run_1/floorplan.png
Bar = 20 um. Pins as bars on the die edge.
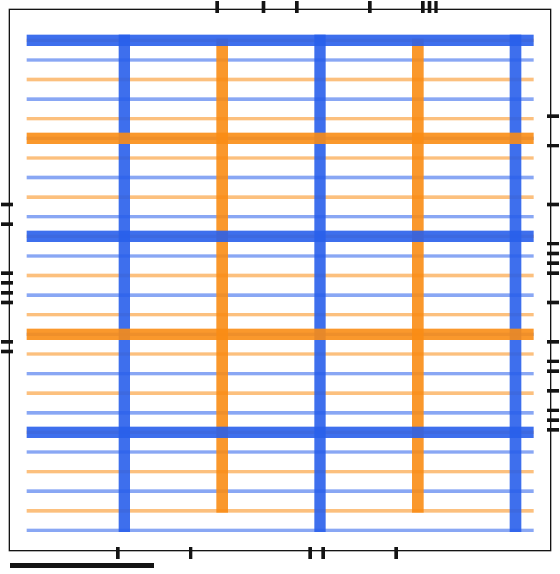
run_1/class_map.png
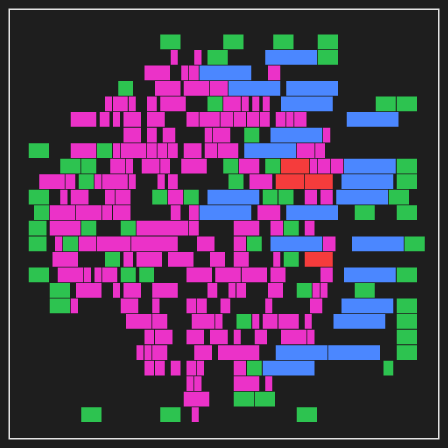
run_1/clock_wires.png
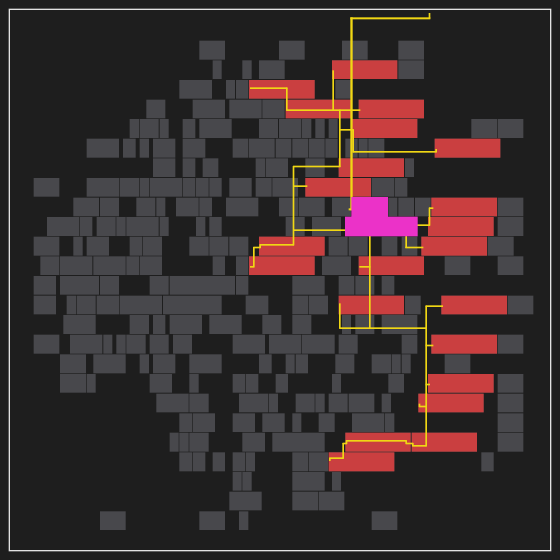
### src/rtl/vend_pkg.sv
// Shared types for the coin credit block: coin encodings, value table, state enum.
package vend_pkg;

  localparam int CREDIT_W_DEF = 8;

  typedef enum logic [1:0] {
    COIN_5   = 2'b00,
    COIN_10  = 2'b01,
    COIN_25  = 2'b10,
    COIN_100 = 2'b11
  } coin_code_e;

  typedef enum logic [1:0] {
    ST_IDLE,
    ST_CREDIT,
    ST_PAYOUT
  } cc_state_e;

  function automatic int coin_value(coin_code_e c);
    int v;
    v = 0;
    unique case (c)
      COIN_5:   v = 5;
      COIN_10:  v = 10;
      COIN_25:  v = 25;
      COIN_100: v = 100;
    endcase
    return v;
  endfunction

endpackage

### src/rtl/coin_value_lut.sv
// Combinational coin_code to credit value lookup.
module coin_value_lut
  import vend_pkg::*;
#(
  parameter int CREDIT_W = CREDIT_W_DEF
) (
  input  logic [1:0]          coin_code,
  output logic [CREDIT_W-1:0] value
);

  assign value = CREDIT_W'(coin_value(coin_code_e'(coin_code)));

endmodule

### src/rtl/coin_credit.sv
// Coin credit accumulator with refund and vend settlement.
// COIN_CREDIT_CHANGE_RETURN_EN: pay out vend remainder instead of keeping it.
module coin_credit
  import vend_pkg::*;
#(
  parameter int CREDIT_W   = CREDIT_W_DEF,
  parameter int MAX_CREDIT = 255
) (
  input  logic                clk,
  input  logic                rst_n,
  input  logic                coin_valid,
  input  logic [1:0]          coin_code,
  input  logic [CREDIT_W-1:0] price,
  input  logic                vend,
  input  logic                cancel,
  output logic                coin,
  output logic                sufficient,
  output logic [CREDIT_W-1:0] credit,
  output logic [CREDIT_W-1:0] change,
  output logic                change_valid,
  output logic                reject
);

  cc_state_e           state_q, state_d;
  logic [CREDIT_W-1:0] credit_q, credit_d;
  logic [CREDIT_W-1:0] change_q, change_d;
  logic                cv_q, cv_d;
  logic                coin_q, coin_d;
  logic                rej_q, rej_d;
  logic                suff_q, suff_d;

  logic [CREDIT_W-1:0] coin_val;
  logic [CREDIT_W:0]   sum;
  logic [CREDIT_W-1:0] remain;
  logic                cancel_ok;
  logic                vend_ok;
  logic                coin_ok;

  coin_value_lut #(.CREDIT_W(CREDIT_W)) u_lut (
    .coin_code (coin_code),
    .value     (coin_val)
  );

  // Sum is one bit wider so an overflowing coin is refused, not wrapped.
  assign sum       = {1'b0, credit_q} + {1'b0, coin_val};
  assign remain    = credit_q - price;
  assign cancel_ok = cancel && (state_q == ST_CREDIT);
  assign vend_ok   = vend && suff_q && (state_q == ST_CREDIT);
  assign coin_ok   = !cancel && !vend
                  && (state_q != ST_PAYOUT)
                  && (sum <= (CREDIT_W+1)'(MAX_CREDIT));

  always_comb begin
    state_d  = (state_q == ST_PAYOUT) ? ST_IDLE : state_q;
    credit_d = credit_q;
    change_d = '0;
    cv_d     = 1'b0;
    coin_d   = 1'b0;
    rej_d    = 1'b0;
    if (cancel_ok) begin
      change_d = credit_q;
      cv_d     = 1'b1;
      credit_d = '0;
      state_d  = ST_PAYOUT;
    end else if (vend_ok) begin
`ifdef COIN_CREDIT_CHANGE_RETURN_EN
      credit_d = '0;
      if (remain != '0) begin
        change_d = remain;
        cv_d     = 1'b1;
        state_d  = ST_PAYOUT;
      end else begin
        state_d  = ST_IDLE;
      end
`else
      credit_d = remain;
      state_d  = (remain == '0) ? ST_IDLE : ST_CREDIT;
`endif
    end
    if (coin_valid) begin
      if (coin_ok) begin
        credit_d = sum[CREDIT_W-1:0];
        coin_d   = 1'b1;
        state_d  = ST_CREDIT;
      end else begin
        rej_d    = 1'b1;
      end
    end
    suff_d = (credit_d >= price);
  end

  always_ff @(posedge clk or negedge rst_n) begin
    if (!rst_n) begin
      state_q  <= ST_IDLE;
      credit_q <= '0;
      change_q <= '0;
      cv_q     <= 1'b0;
      coin_q   <= 1'b0;
      rej_q    <= 1'b0;
      suff_q   <= 1'b0;
    end else begin
      state_q  <= state_d;
      credit_q <= credit_d;
      change_q <= change_d;
      cv_q     <= cv_d;
      coin_q   <= coin_d;
      rej_q    <= rej_d;
      suff_q   <= suff_d;
    end
  end

  a_no_underflow: assert property (
    @(posedge clk) disable iff (!rst_n)
    vend_ok |-> (credit_q >= price)
  );

  assign coin         = coin_q;
  assign sufficient   = suff_q;
  assign credit       = credit_q;
  assign change       = change_q;
  assign change_valid = cv_q;
  assign reject       = rej_q;

endmodule

### config.mk
export PLATFORM = sky130hd
export DESIGN_NAME = coin_credit
export DESIGN_NICKNAME = d
export VERILOG_FILES = /design/src/rtl/vend_pkg.sv /design/src/rtl/coin_value_lut.sv /design/src/rtl/coin_credit.sv
export SDC_FILE = /design/constraint.sdc
export NUM_CORES = 1
export LEC_CHECK = 0
export CAP_MARGIN = 0
export CORE_MARGIN = 2
export CORE_UTILIZATION = 34
export CTS_CLUSTER_SIZE = 8
export DETAILED_ROUTE_END_ITERATION = 6
export SLEW_MARGIN = 20
export SYNTH_ARGS = -nofsm -noshare
export SYNTH_HDL_FRONTEND = slang
export SYNTH_SLANG_ARGS = --single-unit
### constraint.sdc
create_clock -name clk -period 3.7 [get_ports clk]
set_input_delay 0.37 -clock clk [delete_from_list [all_inputs] [get_ports clk]]
set_output_delay 0.37 -clock clk [all_outputs]
set_load 0.01 [all_outputs]
==> flow_summary.json, run 1 <==
{
  "outcome": "completed",
  "mostFrequentLayoutCells": "sky130_fd_sc_hd__clkdlybuf4s50_1 (31), sky130_fd_sc_hd__buf_4 (26), sky130_fd_sc_hd__ha_1 (24), sky130_fd_sc_hd__dfrtp_1 (22), sky130_fd_sc_hd__inv_1 (17)",
  "worst_path_dominant_cell_family": "AND-OR/OR-AND gates",
  "worst-endpoint-required_ps": 3830,
  "post_synth_tally_of_flip_flops_with_integrated_enable": 0,
  "mappedNetlistArea_um2": 1710,
  "design.core.area_um2": 4790,
  "clock_tree_from_tritoncts": "yes",
  "p_seq_frac": 0.250,
  "placedInstanceArea_um2": 2280,
  "detail_route.first_pass.iterations": 4,
  "routed_wirelength_mm": 4.14,
  "final_antenna_net_count": 0,
  "synthesis.area_per_instance_um2": 9.30,
  "cts_made_buffers": 3,
  "ys_seq_share": 0.322,
  "fp.dieW_um": 74.9,
  "globalplace.congestion": 0.824,
  "fp.dieArea_um2": 5610,
  "chipHeight_um": 74.9,
  "grt.met2_usage": 0.265,
  "worst_slew_pin_slew_ps": 469,
  "wire_length_of_the_first_global_routing_pass_mm": 6.96,
  "worstPathCellList": "dlygate4sd2_1 -> inv_1 -> ha_1 -> or2_4 -> ha_4 -> fa_2 -> a21oi_4 -> o22ai_2 -> o21ai_2 -> nand2_4 -> mux2i_1 -> ha_1 -> nand2b_1 -> a21o_1 -> a21o_1 -> a211o_1 -> a21oi_1 -> o21ai_1",
  "hold_viol_final": 0,
  "postSynth.topFlopCell": "sky130_fd_sc_hd__dfrtp_1",
  "fmaxAchievable_mhz": 288,
  "final_layout_size_suffix_gt1_frac": 0.187,
  "final_setup_violations": 0,
  "via_to_cell_ratio": 4.81,
  "worst-r2r-setup-slack_ps": 550,
  "route.detailed.wl_per_inst_um": 13.2,
  "postSynth.asyncResetShare": 1.00,
  "yosys-stat-cells": 184,
  "timing.hold.ws_ps": 64.1,
  "post_layout_nonfiller_instances": 313,
  "post-dp-hpwl_mm": 3.45,
  "fill_cells": 440,
  "detailedPlace.worstSlack_ps": -511,
  "period_needed_ps": 3480,
  "max-clock-path-buffers": 2,
  "timing.critical_path.slowest_cell_delay_ps": 380,
  "start_kind": "primary input",
  "grt_usage": 0.164,
  "grt_pass1_vias": 1406,
  "report.final.slew_viol_count": 0,
  "path_clk_slew_ps": 80,
  "power_per_cell_area_nw_per_um2": 632,
  "synth-seq-cells": 22,
  "fin_total_pwr_w": 0.00152,
  "top_usage_layer": "met2",
  "power_report.internal_total_w": 0.000912,
  "globalRouteMet3Util": 0.0187,
  "routed-via-count": 1504,
  "nets_finish": 290,
  "min_period_over_period": 0.940,
  "final_core_util": 0.501,
  "initial_antenna_violation_count": 0,
  "post_cts_resize_count": 10,
  "crit-reg2reg-launch": "credit[0]",
  "layout_top_cell_excl_fill_tap": "sky130_fd_sc_hd__clkdlybuf4s50_1",
  "grtUsageMet1": 0.233,
  "cts.root.buffer_cell": "sky130_fd_sc_hd__clkbuf_8",
  "timing.rr.end": "sufficient",
  "worstHoldPathType": "in2async",
  "globalRoute.totalOverflow": 0,
  "slowest_stage": "sky130_fd_sc_hd__fa_2",
  "fp-row-count": 25,
  "r2r_cell_count": 14,
  "ys.warnings.count": 0,
  "synth_cell_type_count": 41,
  "postCtsSetupBuffers": 4,
  "slew-limit-headroom": 0.687,
  "post_synth_inst_count": 184,
  "pwr-share-comb": 0.641,
  "fin_skew_ps": 3.88,
  "worst_ir_drop_vdd_uv": 262,
  "syn-num-nets": 227,
  "drt_first_iter_violations": 72,
  "critical_path_class": "in2reg",
  "power_switching_w": 0.000605,
  "area_growth_pct": 40.2,
  "power.share.switching": 0.399,
  "maxCapViolations": 0,
  "numClockSinks": 22,
  "finalWorstSetupSlack_ps": 222,
  "tool_warnings": 29
}
About floorplan.png:
colour	net
orange	VDD
blue	VSS
signal pins	35
met1 rails	26
met4 straps	5
met5 straps	5

About class_map.png:
colour	class	cells
red	clock drivers and dummy loads	4
magenta	remaining logic cells	160
green	remaining buffers and delay cells	60
blue	sequential cells	22

About clock_wires.png:
[red] flip-flops | count: 22
[magenta] clock-net drivers | count: 3
[yellow] clock wires | length: 226 um
routed clock nets	4

[run 1: cell type report]
class	instances	area [um^2]	share of cell area
sequential	22	551	0.230
inverter	19	73.8	0.0308
timing repair buffer	60	528	0.220
multi-input combinational	141	1110	0.462
tap	67	83.8	0.0350
clock buffer	4	55.1	0.0230
[run 1: cell usage after synthesis, drive strengths merged, types with 4 or more instances]
cell / number / area [um^2]
nand3: 10 / 50.1
inv: 19 / 73.8
mux2i: 4 / 40.0
ha: 26 / 325
xnor2: 9 / 78.8
and3: 7 / 43.8
nor2: 16 / 60.1
nand2: 9 / 41.3
a21oi: 8 / 43.8
o21ai: 12 / 63.8
dfrtp: 22 / 551
nand2b: 4 / 25.0
[run 1: metal layers]
metal / vias up / share of wire
met5: - / 0
met4: 0 / 0.024
met3: 8 / 0.040
met2: 46 / 0.45
met1: 678 / 0.49
li1: 772 / -
[run 1: cells by family after synthesis]
kind of cell / Yosys count / synth area share
AND-OR/OR-AND: 37 / 0.143
XOR/XNOR: 12 / 0.0615
adder cells (fa/ha/maj): 28 / 0.214
buffers and inverters: 21 / 0.0490
flip-flops: 22 / 0.322
multiplexers: 6 / 0.0366
AND/OR/NAND/NOR: 58 / 0.174
[run 1: how the worst max path moves through the flow]
stage	end	from	depth (start not counted)
2_1_floorplan	sufficient	coin_code[0]	18
5_1_grt	sufficient	coin_code[1]	18
4_1_cts	sufficient	coin_code[1]	18
3_5_place_dp	sufficient	coin_code[0]	18
6_report	sufficient	coin_code[1]	18
3_3_place_gp	sufficient	coin_code[0]	18
[run 1: power by group through the flow]
stage               Combinational, W  Clock, W  Sequential (W)
floorplan                   0.000531         0        0.000395
global placement            0.000930         0        0.000383
detailed placement          0.000930         0        0.000382
CTS                         0.000962  0.000168        0.000381
global route                 0.00109  0.000180        0.000390
finish                      0.000972  0.000166        0.000378
run_1/layers.png
Bar = 20 um.
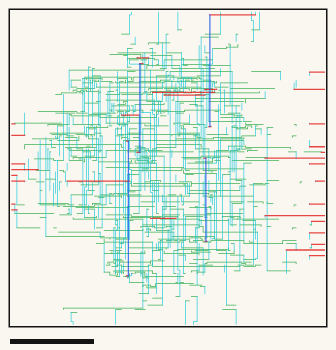

==> run 2, diff against run 1 <==
Settings changed: ABC_CLOCK_PERIOD_IN_PS set to 3700, PLACE_DENSITY set to 0.58.
run_2/layers.png
Bar = 20 um.
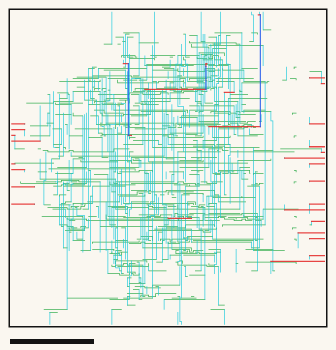
colour	layer	wire length
cyan	M2	2260 um
blue	M4	49.0 um
green	M1	2180 um
red	M3	135 um
average wire per standard cell: 14.3 um
Final Routed Wirelength: 4.63 mm
GRT Total Usage: 0.181
Vias: 1541

==> run 2 against run 1 <==
Compared with the run above:
- clock power rose by 2%
- non-clock buffer count rose by 11
- worst hold slack got worse by 9.0 ps
- via count rose by 2.5%
- highest routed layer unchanged
- design area rose by 5.0%
- largest cell class unchanged
- register-to-register slack got worse by 240 ps
==> flow_summary.json, run 2 <==
{
  "fmaxAchievable_mhz": 288,
  "initial_antenna_violation_count": 0,
  "p_seq_w": 0.000390,
  "maxCapViolations": 0,
  "start_kind": "primary input",
  "nets_finish": 301,
  "drt_first_iter_violations": 101,
  "worstHoldPathType": "in2async",
  "yosys-stat-cells": 184,
  "design.core.area_um2": 4790,
  "power_report.internal_total_w": 0.000964,
  "fin_skew_ps": 9.39,
  "placedInstanceArea_um2": 2270,
  "worst_path_dominant_cell_family": "buffers and inverters",
  "power.share.switching": 0.402,
  "worst_slew_pin_slew_ps": 478,
  "cts_made_buffers": 3,
  "detail_route.first_pass.iterations": 4,
  "wire_length_of_the_first_global_routing_pass_mm": 7.66,
  "final_setup_violations": 0,
  "period_needed_ps": 3480,
  "timing.critical_path.slowest_cell_delay_ps": 390,
  "slew-limit-headroom": 0.681,
  "ys_seq_share": 0.322,
  "path_clk_slew_ps": 80,
  "top_area_cells_in_the_synthesized_netlist": "sky130_fd_sc_hd__dfrtp_1 (32%), sky130_fd_sc_hd__ha_1 (19%), sky130_fd_sc_hd__xnor2_1 (4.6%)",
  "detailedPlace.worstSlack_ps": -515,
  "cts.root.buffer_cell": "sky130_fd_sc_hd__clkbuf_8",
  "p_seq_frac": 0.242,
  "grt_pass1_vias": 1535,
  "slowest_stage": "sky130_fd_sc_hd__fa_2",
  "postSynth.asyncResetShare": 1.00,
  "synthDominantCellAreaShare": 0.322,
  "clock_tree_from_tritoncts": "yes",
  "power_in_the_clock_group_w": 0.000170,
  "comb_area_um2": 1140,
  "power_per_cell_area_nw_per_um2": 641,
  "outcome": "completed",
  "via_to_cell_ratio": 4.76,
  "area_growth_pct": 47.3,
  "synth-seq-cells": 22,
  "power-top-group": "combinational cells",
  "finalWorstSetupSlack_ps": 224,
  "mostFrequentLayoutCells": "sky130_fd_sc_hd__buf_4 (37), sky130_fd_sc_hd__clkdlybuf4s50_1 (31), sky130_fd_sc_hd__ha_1 (23), sky130_fd_sc_hd__dfrtp_1 (22), sky130_fd_sc_hd__inv_1 (18)",
  "post_layout_nonfiller_instances": 324,
  "numClockSinks": 22,
  "synth.top_cells.by_count": "sky130_fd_sc_hd__ha_1 (26), sky130_fd_sc_hd__dfrtp_1 (22), sky130_fd_sc_hd__inv_1 (18)",
  "fill_cells": 435,
  "globalRoute.totalOverflow": 0,
  "synthMostInstantiatedCell": "sky130_fd_sc_hd__ha_1",
  "post_synth_inst_count": 184
}
run_2/floorplan.png
Bar = 20 um. Pins as bars on the die edge.
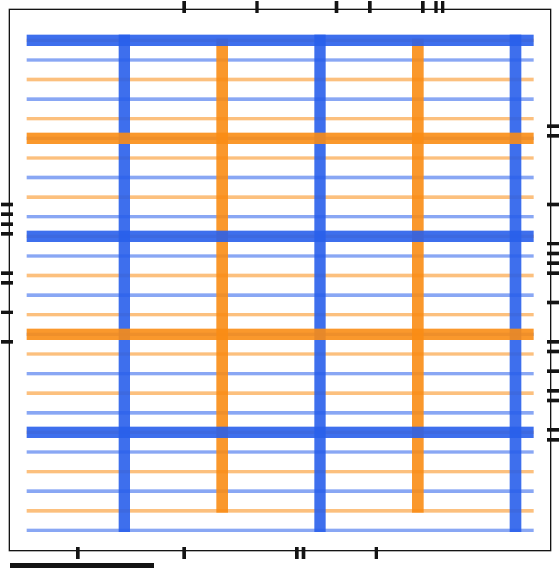
colour	net
orange	VDD
blue	VSS
met5 straps	5
met1 rails	26
rows	25
signal pins	35
met4 straps	5

-- run 2: cell counts after synthesis --
Identical to the previous run, type by type.
-- run 2: layout make-up --
class                           count  share of cell area
Sequential cell                    22               0.219
Multi-Input combinational cell    141               0.452
Clock buffer                        4              0.0219
Inverter                           19              0.0293
Timing Repair Buffer               71               0.245
Tap cell                           67              0.0333
-- run 2: logic make-up after synthesis --
family	after synthesis	share of synthesized area
buffers and inverters	21	0.0490
AND/OR/NAND/NOR	58	0.174
flip-flops	22	0.322
multiplexers	6	0.0366
XOR/XNOR	12	0.0615
AND-OR/OR-AND	37	0.143
adder cells (fa/ha/maj)	28	0.214
-- run 2: final timing paths --
| path | endpoint | depth (start not counted) | slack, ps | startpoint |
|---|---|---|---|---|
| max | reject | 26 | 220 | coin_code[0] |
| min | credit[0] | 1 | 60 | rst_n |
| max reg2reg | reject | 22 | 310 | credit[0] |
| min reg2reg | state_q[1] | 2 | 570 | state_q[0] |
| max in group asynchronous | credit[1] | 1 | 3310 | rst_n |
| min in group clk | state_q[1] | 2 | 570 | state_q[0] |
-- run 2: what timing repair did --
action	in CTS	in global routing
setup buffers	17	0
setup endpoints to repair	1	2
pin swaps	4	4
gates resized	6	6
gates cloned	0	0
-- run 2: layer usage --
| metal | part of all wire | vias to the layer above | global-route usage |
|---|---|---|---|
| met2 | 0.49 | 35 | 0.301 |
| met3 | 0.029 | 6 | 0.0134 |
| li1 | - | 792 | - |
| met4 | 0.010 | 0 | 0.0496 |
| met1 | 0.47 | 708 | 0.253 |
| met5 | 0 | - | 0 |
run_2/congestion_map.png
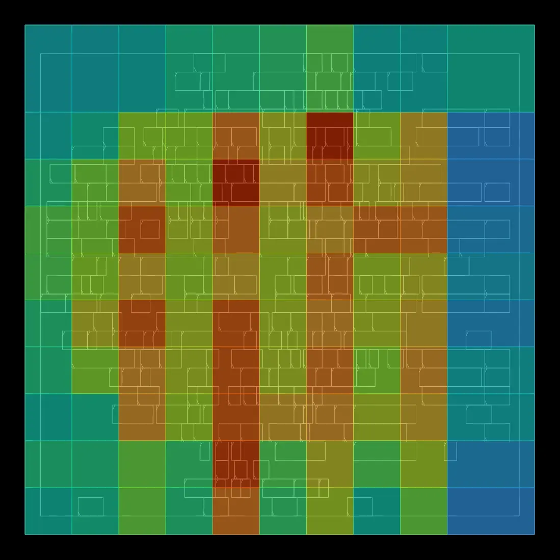

==> run 3, diff against run 2 <==
Settings changed: CORE_MARGIN 2 to 1.
run_3/congestion_map.png
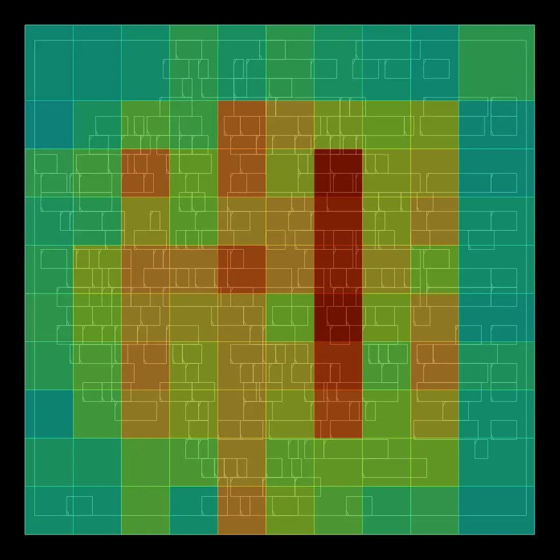
GRT busiest layer: met2
final core utilization: 0.495
average wire per standard cell: 13.8 um
GRT Total Usage: 0.179
global-route met3 utilization: 0.0249

run_3/class_map.png
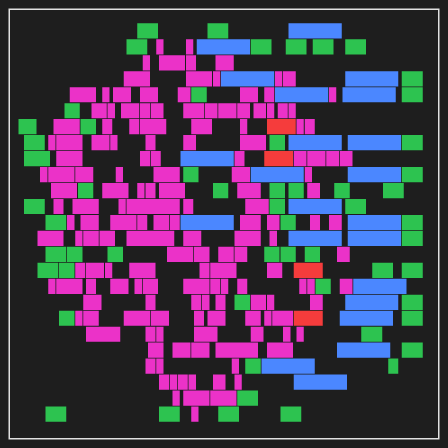
colour	class	cells
blue	sequential cells	22
red	clock drivers and dummy loads	4
green	remaining buffers and delay cells	56
magenta	remaining logic cells	160

==> run 3 against run 2 <==
Compared with the run above:
- design area is 5.9% lower
- first-iteration DRC count fell by 36%
- clock-buffer cell count did not move
- highest routed layer unchanged
==> flow_summary.json, run 3 <==
{
  "worst-r2r-setup-slack_ps": 560,
  "report.final.slew_viol_count": 0,
  "area_growth_pct": 38.6,
  "mappedNetlistArea_um2": 1710,
  "slowest_stage": "sky130_fd_sc_hd__fa_2",
  "post_synth_inst_count": 184,
  "wire_length_of_the_first_global_routing_pass_mm": 7.11,
  "outcome": "completed",
  "power_per_cell_area_nw_per_um2": 642,
  "r2r_cell_count": 14,
  "fin_skew_ps": 4.19,
  "post_synth_tally_of_flip_flops_with_integrated_enable": 0,
  "worstHoldPathType": "in2async",
  "yosys-stat-cells": 184,
  "dr.max_layer_used": "met4",
  "globalplace.congestion": 0.829,
  "fin_total_pwr_w": 0.00152,
  "fill_cells": 474,
  "met3WireLength_um": 158,
  "hold_viol_final": 0,
  "finalWorstSetupSlack_ps": 236,
  "ys.warnings.count": 0,
  "fp.dieW_um": 72.9,
  "layout_top_cell_excl_fill_tap": "sky130_fd_sc_hd__clkdlybuf4s50_1",
  "tool_warnings": 29,
  "post-dp-hpwl_mm": 3.49,
  "post_layout_nonfiller_instances": 309,
  "fp-row-count": 25,
  "postSynth.topFlopCell": "sky130_fd_sc_hd__dfrtp_1",
  "synth.largest_area_cell": "sky130_fd_sc_hd__dfrtp_1",
  "cts.root.buffer_cell": "sky130_fd_sc_hd__clkbuf_8",
  "detail_route.first_pass.iterations": 4,
  "routed_wirelength_mm": 4.28,
  "critical_path_class": "in2reg",
  "chipHeight_um": 72.9,
  "timing.critical_path.slowest_cell_delay_ps": 390,
  "min_period_over_period": 0.936,
  "worst_path_dominant_cell_family": "AND-OR/OR-AND gates",
  "worst_slew_pin_slew_ps": 489,
  "period_needed_ps": 3460,
  "seq_area_um2": 551,
  "fp.dieArea_um2": 5320,
  "slew-limit-headroom": 0.674,
  "grt.met2_usage": 0.299,
  "detailedPlace.worstSlack_ps": -498,
  "final_antenna_net_count": 0,
  "timing.rr.end": "sufficient",
  "grtUsageMet1": 0.243,
  "grt_pass1_vias": 1466,
  "via_to_cell_ratio": 4.90,
  "postSynth.asyncResetShare": 1.00,
  "path_clk_slew_ps": 80,
  "drt-met1-wl_mm": 2.08
}
[run 3: layout make-up]
cell class,count,share of cell area
Timing Repair Buffer,56,0.212
Tap cell,67,0.0354
Sequential cell,22,0.232
Inverter,19,0.0312
Clock buffer,4,0.0232
Multi-Input combinational cell,141,0.466
[run 3: stage by stage]
stage | instance area, um^2 | hold WS (ps)
floorplan | 1710 | 74.4
global placement | 2270 | 541
detailed placement | 2270 | 539
CTS | 2360 | 558
global route | 2370 | 97.3
finish | 2370 | 60.1
[run 3: how the worst max path moves through the flow]
| stage | start | end | slack, ps | depth (start not counted) |
|---|---|---|---|---|
| 3_3_place_gp | coin_code[0] | sufficient | -410 | 18 |
| 4_1_cts | coin_code[1] | sufficient | 40 | 18 |
| 2_1_floorplan | coin_code[0] | sufficient | 40 | 18 |
| 3_5_place_dp | coin_code[0] | sufficient | -500 | 18 |
| 6_report | coin_code[0] | sufficient | 240 | 18 |
| 5_1_grt | coin_code[0] | sufficient | 60 | 18 |
[run 3: where the power goes]
part,switching [W],internal (W)
combinational,0.000466,0.000500
clock,0.0000785,0.0000948
sequential,0.0000743,0.000307
total,0.000618,0.000902
[run 3: timing repair]
| action | CTS | global route |
|---|---|---|
| setup buffers | 2 | 1 |
| hold buffers | 0 | 0 |
| setup endpoints to repair | 1 | 1 |
| pin swaps | 5 | 2 |
| resized | 6 | 2 |
| hold endpoints to repair | 0 | 0 |
[run 3: cells by family after synthesis]
kind of cell,Yosys count,synth area share
DFF,22,0.322
AOI/OAI and AO/OA,37,0.143
muxes,6,0.0366
xor gates and xnor gates,12,0.0615
adders and majority gates,28,0.214
and+or+nand+nor,58,0.174
buffers and inverters,21,0.0490
Power figures rest on the tool's default switching activity, not on a simulated workload.
